[src/rtl/unified_mem_arbiter_pkg.sv]
// Shared types and constants for the unified memory arbiter.
// Holds the FSM state encoding, the requester identities and the store-length codes.
package mem_arb_pkg;

  typedef enum logic [1:0] {
    ST_IDLE  = 2'd0,
    ST_ISSUE = 2'd1,
    ST_WAIT  = 2'd2,
    ST_DONE  = 2'd3
  } arbState_e;

  typedef enum logic [1:0] {
    OWN_LD = 2'd0,
    OWN_IF = 2'd1,
    OWN_D  = 2'd2
  } owner_e;

  localparam logic [2:0] LEN_B   = 3'b001;
  localparam logic [2:0] LEN_H   = 3'b010;
  localparam logic [2:0] LEN_W   = 3'b100;
  localparam logic [3:0] BE_FULL = 4'b1111;

  function automatic logic [31:0] replicateByte(input logic [7:0] b);
    return {b, b, b, b};
  endfunction

  function automatic logic [31:0] replicateHalf(input logic [15:0] h);
    return {h, h};
  endfunction

endpackage

[src/rtl/unified_mem_arbiter_if.sv]
// Memory-side bus of the arbiter: one access strobe plus command and read data.
// The arbiter drives it through the master modport; the memory macro uses the slave modport.
interface unified_mem_arbiter_if #(
  parameter int ADDR_W = 32
);

  logic              mem_en;
  logic              mem_we;
  logic [3:0]        mem_be;
  logic [ADDR_W-1:0] mem_addr;
  logic [31:0]       mem_wdata;
  logic [31:0]       mem_rdata;

  modport master (
    output mem_en,
    output mem_we,
    output mem_be,
    output mem_addr,
    output mem_wdata,
    input  mem_rdata
  );

  modport slave (
    input  mem_en,
    input  mem_we,
    input  mem_be,
    input  mem_addr,
    input  mem_wdata,
    output mem_rdata
  );

endinterface

[src/rtl/unified_mem_arbiter_lane_align.sv]
// Combinational store lane steering: byte enables, replicated write data and
// the misalignment flag from the low address bits and the store length code.
module mem_lane_align
  import mem_arb_pkg::*;
(
  input  logic [1:0]  addrLo,
  input  logic [2:0]  len,
  input  logic [31:0] wdata,
  output logic [3:0]  be,
  output logic [31:0] alignedWdata,
  output logic        misalign
);

  // Decode lanes per length; unknown length codes fall back to a full word
  always_comb begin
    be           = BE_FULL;
    alignedWdata = wdata;
    misalign     = 1'b0;
    case (len)
      LEN_B: begin
        be           = 4'b0001 << addrLo;
        alignedWdata = replicateByte(wdata[7:0]);
        misalign     = 1'b0;
      end
      LEN_H: begin
        if (addrLo[1]) begin
          be = 4'b1100;
        end else begin
          be = 4'b0011;
        end
        alignedWdata = replicateHalf(wdata[15:0]);
        misalign     = addrLo[0];
      end
      default: begin
        be           = BE_FULL;
        alignedWdata = wdata;
        misalign     = (addrLo != 2'b00);
      end
    endcase
  end

endmodule

[src/rtl/unified_mem_arbiter.sv]
// Shares one single-port memory between instruction fetch, data load/store and the
// program loader, sequencing each access at a fixed latency and stalling the CPU meanwhile.
module unified_mem_arbiter
  import mem_arb_pkg::*;
#(
  parameter int MEM_LATENCY = 1,
  parameter int ADDR_W      = 32
) (
  input  logic                  clock,
  input  logic                  reset,
  input  logic                  if_req,
  input  logic [ADDR_W-1:0]     if_addr,
  output logic [31:0]           if_rdata,
  output logic                  if_ready,
  input  logic [2:0]            d_rd,
  input  logic [1:0]            d_wr,
  input  logic [ADDR_W-1:0]     d_addr,
  input  logic [31:0]           d_wdata,
  input  logic [2:0]            d_len,
  output logic [31:0]           d_rdata,
  output logic                  d_ready,
  input  logic                  ld_req,
  input  logic [ADDR_W-1:0]     ld_addr,
  input  logic [31:0]           ld_wdata,
  output logic                  ld_ready,
  unified_mem_arbiter_if.master memBus,
  output logic                  cpu_stall,
  output logic                  err_misalign
);

  localparam logic [2:0] LAT_LOAD = 3'(MEM_LATENCY);

  arbState_e         state_r, nextState_s;
  owner_e            owner_r, lastCpu_r, grantOwner_s;
  logic [2:0]        cnt_r;
  logic [ADDR_W-1:0] cmdAddr_r, cmdAddrNext_s;
  logic              cmdWe_r, cmdWeNext_s;
  logic [3:0]        cmdBe_r, cmdBeNext_s;
  logic [31:0]       cmdWdata_r, cmdWdataNext_s;
  logic [31:0]       ifRdata_r, dRdata_r;
  logic              misalign_r;

  logic              ldPend_s, ifPend_s, dPend_s, dStore_s;
  logic              grantValid_s, badStore_s;
  logic [3:0]        alignBe_s;
  logic [31:0]       alignWdata_s;
  logic              alignMis_s;
  logic              unusedAddrBits_s;

  assign unusedAddrBits_s = ^{if_addr[1:0], ld_addr[1:0]};

  assign ldPend_s = ld_req;
  assign ifPend_s = if_req;
  assign dStore_s = (d_wr != 2'b00);
  assign dPend_s  = dStore_s | (d_rd != 3'b000);

  mem_lane_align u_laneAlign (
    .addrLo       (d_addr[1:0]),
    .len          (d_len),
    .wdata        (d_wdata),
    .be           (alignBe_s),
    .alignedWdata (alignWdata_s),
    .misalign     (alignMis_s)
  );

  // Fixed-priority loader, then round-robin between fetch and data on a tie
  always_comb begin
    grantValid_s = ldPend_s | ifPend_s | dPend_s;
    grantOwner_s = OWN_IF;
    if (ldPend_s) begin
      grantOwner_s = OWN_LD;
    end else if (ifPend_s && dPend_s) begin
      grantOwner_s = (lastCpu_r == OWN_IF) ? OWN_D : OWN_IF;
    end else if (dPend_s) begin
      grantOwner_s = OWN_D;
    end else begin
      grantOwner_s = OWN_IF;
    end
    badStore_s = (grantOwner_s == OWN_D) && dStore_s && alignMis_s;
  end

  // Build the word-aligned command the winner will present to memory
  always_comb begin
    cmdAddrNext_s  = {if_addr[ADDR_W-1:2], 2'b00};
    cmdWeNext_s    = 1'b0;
    cmdBeNext_s    = BE_FULL;
    cmdWdataNext_s = 32'h0000_0000;
    case (grantOwner_s)
      OWN_LD: begin
        cmdAddrNext_s  = {ld_addr[ADDR_W-1:2], 2'b00};
        cmdWeNext_s    = 1'b1;
        cmdWdataNext_s = ld_wdata;
      end
      OWN_D: begin
        cmdAddrNext_s = {d_addr[ADDR_W-1:2], 2'b00};
        if (dStore_s) begin
          cmdWeNext_s    = 1'b1;
          cmdBeNext_s    = alignBe_s;
          cmdWdataNext_s = alignWdata_s;
        end else begin
          cmdWeNext_s    = 1'b0;
          cmdBeNext_s    = BE_FULL;
        end
      end
      default: begin
        cmdAddrNext_s = {if_addr[ADDR_W-1:2], 2'b00};
      end
    endcase
  end

  // Next-state logic; a misaligned store skips the memory entirely
  always_comb begin
    nextState_s = state_r;
    case (state_r)
      ST_IDLE: begin
        if (!grantValid_s) begin
          nextState_s = ST_IDLE;
        end else if (badStore_s) begin
          nextState_s = ST_DONE;
        end else begin
          nextState_s = ST_ISSUE;
        end
      end
      ST_ISSUE: nextState_s = ST_WAIT;
      ST_WAIT: begin
        if (cnt_r <= 3'd1) begin
          nextState_s = ST_DONE;
        end else begin
          nextState_s = ST_WAIT;
        end
      end
      ST_DONE: nextState_s = ST_IDLE;
      default: nextState_s = ST_IDLE;
    endcase
  end

  // State register
  always_ff @(posedge clock or negedge reset) begin
    if (!reset) begin
      state_r <= ST_IDLE;
    end else begin
      state_r <= nextState_s;
    end
  end

  // Grant capture, latency count, read-data capture and round-robin history
  always_ff @(posedge clock or negedge reset) begin
    if (!reset) begin
      owner_r    <= OWN_LD;
      lastCpu_r  <= OWN_D;
      cnt_r      <= 3'd0;
      cmdAddr_r  <= '0;
      cmdWe_r    <= 1'b0;
      cmdBe_r    <= 4'b0000;
      cmdWdata_r <= 32'h0000_0000;
      ifRdata_r  <= 32'h0000_0000;
      dRdata_r   <= 32'h0000_0000;
      misalign_r <= 1'b0;
    end else begin
      case (state_r)
        ST_IDLE: begin
          if (grantValid_s) begin
            owner_r    <= grantOwner_s;
            cmdAddr_r  <= cmdAddrNext_s;
            cmdWe_r    <= cmdWeNext_s;
            cmdBe_r    <= cmdBeNext_s;
            cmdWdata_r <= cmdWdataNext_s;
            misalign_r <= badStore_s;
          end
        end
        ST_ISSUE: cnt_r <= LAT_LOAD;
        ST_WAIT: begin
          cnt_r <= cnt_r - 3'd1;
          if (cnt_r <= 3'd1 && !cmdWe_r) begin
            if (owner_r == OWN_IF) begin
              ifRdata_r <= memBus.mem_rdata;
            end else if (owner_r == OWN_D) begin
              dRdata_r <= memBus.mem_rdata;
            end
          end
        end
        ST_DONE: begin
          misalign_r <= 1'b0;
          if (owner_r != OWN_LD) begin
            lastCpu_r <= owner_r;
          end
        end
        default: cnt_r <= 3'd0;
      endcase
    end
  end

  assign memBus.mem_en    = (state_r == ST_ISSUE);
  assign memBus.mem_we    = (state_r == ST_ISSUE) && cmdWe_r;
  assign memBus.mem_be    = cmdBe_r;
  assign memBus.mem_addr  = cmdAddr_r;
  assign memBus.mem_wdata = cmdWdata_r;

  assign if_ready     = (state_r == ST_DONE) && (owner_r == OWN_IF);
  assign d_ready      = (state_r == ST_DONE) && (owner_r == OWN_D);
  assign ld_ready     = (state_r == ST_DONE) && (owner_r == OWN_LD);
  assign err_misalign = (state_r == ST_DONE) && misalign_r;
  assign if_rdata     = ifRdata_r;
  assign d_rdata      = dRdata_r;

  // Stall is combinational so the core freezes in the same cycle it issues a request
  assign cpu_stall = (if_req & ~if_ready) | (dPend_s & ~d_ready);

endmodule

[src/flat_wrapper.sv]
// flat-port wrapper written by rule: the top's interface ports become plain ports
module unified_mem_arbiter_flat import mem_arb_pkg::*;
#(
  parameter int MEM_LATENCY = 1,
  parameter int ADDR_W      = 32
)
  (clock, reset, if_req, if_addr, if_rdata, if_ready, d_rd, d_wr, d_addr, d_wdata, d_len, d_rdata, d_ready, ld_req, ld_addr, ld_wdata, ld_ready, cpu_stall, err_misalign, memBus_mem_en, memBus_mem_we, memBus_mem_be, memBus_mem_addr, memBus_mem_wdata, memBus_mem_rdata);
  unified_mem_arbiter_if #(.ADDR_W(ADDR_W)) memBus_i ();
  input  logic clock;
  input  logic reset;
  input  logic if_req;
  input  logic [ADDR_W-1:0] if_addr;
  output logic [31:0] if_rdata;
  output logic if_ready;
  input  logic [2:0] d_rd;
  input  logic [1:0] d_wr;
  input  logic [ADDR_W-1:0] d_addr;
  input  logic [31:0] d_wdata;
  input  logic [2:0] d_len;
  output logic [31:0] d_rdata;
  output logic d_ready;
  input  logic ld_req;
  input  logic [ADDR_W-1:0] ld_addr;
  input  logic [31:0] ld_wdata;
  output logic ld_ready;
  output logic cpu_stall;
  output logic err_misalign;
  output wire logic [$bits(memBus_i.mem_en)-1:0] memBus_mem_en;
  output wire logic [$bits(memBus_i.mem_we)-1:0] memBus_mem_we;
  output wire logic [$bits(memBus_i.mem_be)-1:0] memBus_mem_be;
  output wire logic [$bits(memBus_i.mem_addr)-1:0] memBus_mem_addr;
  output wire logic [$bits(memBus_i.mem_wdata)-1:0] memBus_mem_wdata;
  input wire logic [$bits(memBus_i.mem_rdata)-1:0] memBus_mem_rdata;
  assign memBus_mem_en = memBus_i.mem_en;
  assign memBus_mem_we = memBus_i.mem_we;
  assign memBus_mem_be = memBus_i.mem_be;
  assign memBus_mem_addr = memBus_i.mem_addr;
  assign memBus_mem_wdata = memBus_i.mem_wdata;
  assign memBus_i.mem_rdata = memBus_mem_rdata;
  unified_mem_arbiter #(.MEM_LATENCY(MEM_LATENCY), .ADDR_W(ADDR_W)) u_core (.clock(clock), .reset(reset), .if_req(if_req), .if_addr(if_addr), .if_rdata(if_rdata), .if_ready(if_ready), .d_rd(d_rd), .d_wr(d_wr), .d_addr(d_addr), .d_wdata(d_wdata), .d_len(d_len), .d_rdata(d_rdata), .d_ready(d_ready), .ld_req(ld_req), .ld_addr(ld_addr), .ld_wdata(ld_wdata), .ld_ready(ld_ready), .memBus(memBus_i), .cpu_stall(cpu_stall), .err_misalign(err_misalign));
endmodule
[config.mk]
export PLATFORM = sky130hd
export DESIGN_NAME = unified_mem_arbiter_flat
export DESIGN_NICKNAME = d
export VERILOG_FILES = /design/src/rtl/unified_mem_arbiter_pkg.sv /design/src/rtl/unified_mem_arbiter_if.sv /design/src/rtl/unified_mem_arbiter_lane_align.sv /design/src/rtl/unified_mem_arbiter.sv /design/src/flat_wrapper.sv
export SDC_FILE = /design/constraint.sdc
export NUM_CORES = 1
export LEC_CHECK = 0
export ABC_AREA = 1
export CAP_MARGIN = 20
export CORE_MARGIN = 4
export CORE_UTILIZATION = 44
export DETAILED_ROUTE_END_ITERATION = 7
export PLACE_DENSITY = 0.86
export SYNTH_ARGS = -nofsm -noshare
export SYNTH_HDL_FRONTEND = slang
export SYNTH_SLANG_ARGS = --single-unit
[constraint.sdc]
create_clock -name clock -period 2.6 [get_ports clock]
set_input_delay 0.78 -clock clock [delete_from_list [all_inputs] [get_ports clock]]
set_output_delay 0.78 -clock clock [all_outputs]
set_load 0.02 [all_outputs]
layer_met3.png
(3 px per µm)
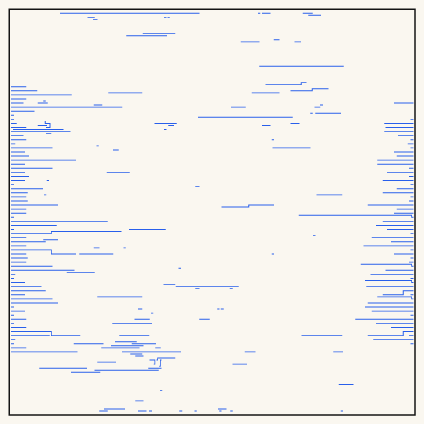
The wires run mostly horizontal. The layer carries 1660 µm of wire. The layer holds 7.0% of the routed length. The longest straight run is 46.2 µm.

wires.png
(3 px per µm) Two of the layers only.
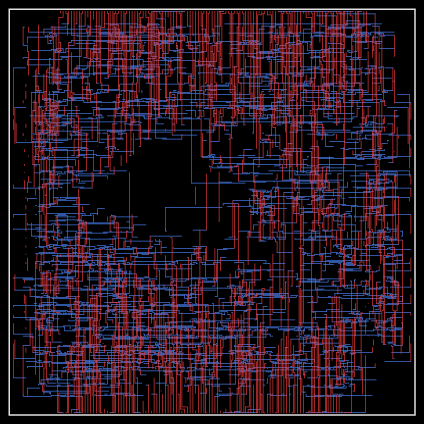
Key: metal 2 = red [wire length 11900 µm]; metal 1 = blue [wire length 9190 µm]

placement_by_type.png
(2 px per µm)
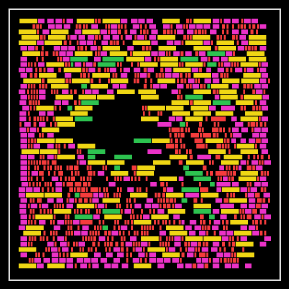
Key: sequential cells = yellow [cells 141, share of their area 32%]; combinational and other logic = red [cells 744, share of their area 30%]; remaining buffers and delay cells = magenta [cells 354, share of their area 33%]; clock drivers and dummy loads = green [cells 32, share of their area 5.3%]

placement.png
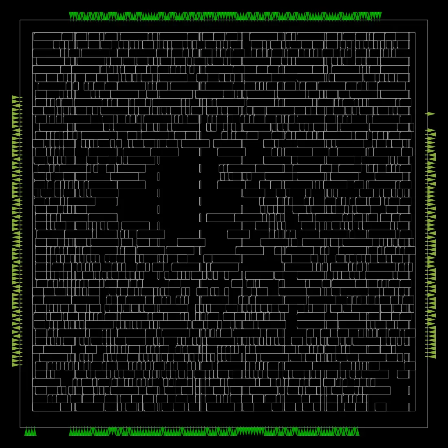
num tapcells: 216
sequential cell area share: 31.59%
FILL cells: 1260
Core Area: 0.01583 mm²
fin cells: 1487

flops_by_reg.png
(4 px per µm) Other sequential cells in the stronger gray, the rest of the logic in the fainter gray.
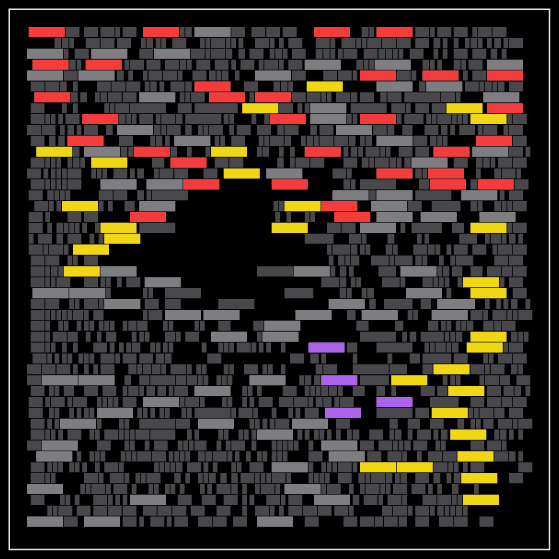
Key: u_core.memBus.mem_addr = yellow [flops 30, where spread over the die]; u_core.d_rdata = red [flops 32]; u_core.memBus.mem_be = purple [flops 4]

==> metrics.cfg <==
[yosys]
ys_seq_share_pct=49.96
ys_types=31
common_cells=448 x nand2_1, 140 x dfrtp_1, 75 x inv_1
yosys_warnings=0
synth_area_leader_cell=dfrtp_1
synth_area_mm2=0.007064
topCellsByArea=dfrtp_1 50%, nand2_1 24%, o21ai_0 5.1%
syn_area_per_cell_um2=7.588

[floorplanning]
die_w_um=134.7
die_h_um=134.7
num_rows=46
die_area_mm2=0.01815

[pwr]
p_per_area_mw_per_mm2=1072
vdd_drop_max_v=0.0005403
p_sw_share_pct=40.23
power_frac_comb_pct=49.1
p_leak_nw=5.598

[final_layout]
flop_area_mm2=0.003530
diodes=0
utilization_pct=70.60
syn2layout_area_growth_pct=58.18

[setup_path]
crit_type=in2out

[clock_tree]
holdBufCountCts=0
post_cts_buffers=0
cts_root_buf=clkbuf_16
clock_path_buffers=2
clock-sinks=141

[route]
drt_pass1_iterations=6
post_drt_wl_per_cell_um=15.96
antenna_left=0
drcViolationCount=0
vias_per_cell=4.847

[sta]
post-route-period-util_pct=99.39
max_slew_margin_pct=61.97
tightestPinTransition_ps=570.5
fin_skew_ps=13.09
rsz0062_at_grt=true
worst_hold_slack_ps=282.7
setup_ws_ps=15.82

[placed_design]
gp_congestion=0.8975
place_area_mm2=0.01060

[run_status]
status=finished, final reports clean

[global_route]
grt_use_total_pct=25.75

## placed cells by master, fill, tap and decap left out, drive strengths merged
cell	count
dlygate4sd2	3
bufinv	1
o21bai	9
inv	90
nand2	450
nor2	31
o21ai	91
nand4	10
o22ai	1
a31oi	4
dfstp	1
clkbuf	19
dfrtp	140
clkdlybuf4s50	328
buf	21
dlymetal6s2s	2
clkinv	3
clkinvlp	3
o211ai	10
a21oi	6
conb	2
nor3	1
nand3	39
ha	6
## cell type report
cell class | instances | share of cell area [%]
Sequential cell | 141 | 31.59
Clock inverter | 13 | 1.164
Timing Repair Buffer | 354 | 32.02
Inverter | 84 | 2.844
Multi-Input combinational cell | 660 | 26.00
Clock buffer | 19 | 3.964
Tap cell | 216 | 2.419
## flip-flops by register name (all words and copies together), names as in the netlist
register and cells:
u_core.d_rdata 32, u_core.if_rdata 32, u_core.memBus.mem_wdata 32, u_core.memBus.mem_addr 30, u_core.memBus.mem_be 4, u_core.cnt_r 3
u_core.lastCpu_r 2, u_core.owner_r 2, u_core.state_r 2, u_core.cmdWe_r 1, u_core.misalign_r 1
## final timing paths
path | from | endpoint | slack (ps) | depth (start not counted)
hold / removal | reset | u_core.d_rdata[6] | 280 | 1
min in group clock | u_core.lastCpu_r[1] | u_core.lastCpu_r[1] | 470 | 2
hold reg to reg | u_core.lastCpu_r[1] | u_core.lastCpu_r[1] | 470 | 2
setup / recovery | d_wr[0] | cpu_stall | 20 | 6
max in group asynchronous | reset | u_core.memBus.mem_wdata[14] | 1660 | 2
setup reg to reg | u_core.state_r[0] | u_core.memBus.mem_addr[11] | 760 | 7
## worst max-delay path, stage by stage
cell and delay, ps:
clkdlybuf4s50_1 410, nor2_2 140, nand3_2 110, o21ai_0 90
o21ai_0 110, buf_2 170
## routing by layer
metal  vias up  track usage (%)  part of all wire [%]
met3        63            6.446                   7.0
li1       3551                -                     -
met4         2            11.76                   4.0
met5         -                0                 0.046
met2       272            44.25                    50
met1      3319            30.43                    39
## timing repair
item                                    4_1_cts  5_1_grt
pin swaps                                     0        1
resized                                       5        6
endpoints found under the setup margin        4        3
## power groups by stage
| stage | logic (mW) | registers [mW] | clock network [mW] |
|---|---|---|---|
| after floorplan | 1.96 | 4.83 | 0 |
| after global routing | 6.33 | 3.86 | 2.51 |
| after global placement | 5.80 | 3.71 | 0 |
| final | 5.88 | 3.74 | 2.36 |
| after detailed placement | 5.92 | 3.75 | 0 |
| after CTS | 5.94 | 3.74 | 2.40 |
## cell families after synthesis
kind of cell | Yosys count | synth area share (%)
AND/OR/NAND/NOR | 531 | 30.43
flip-flops | 141 | 49.96
buffers and inverters | 131 | 9.104
AND-OR/OR-AND | 121 | 9.387
adder cells (fa/ha/maj) | 6 | 1.063
other | 1 | 0.05308
Power figures rest on the tool's default switching activity, not on a simulated workload.
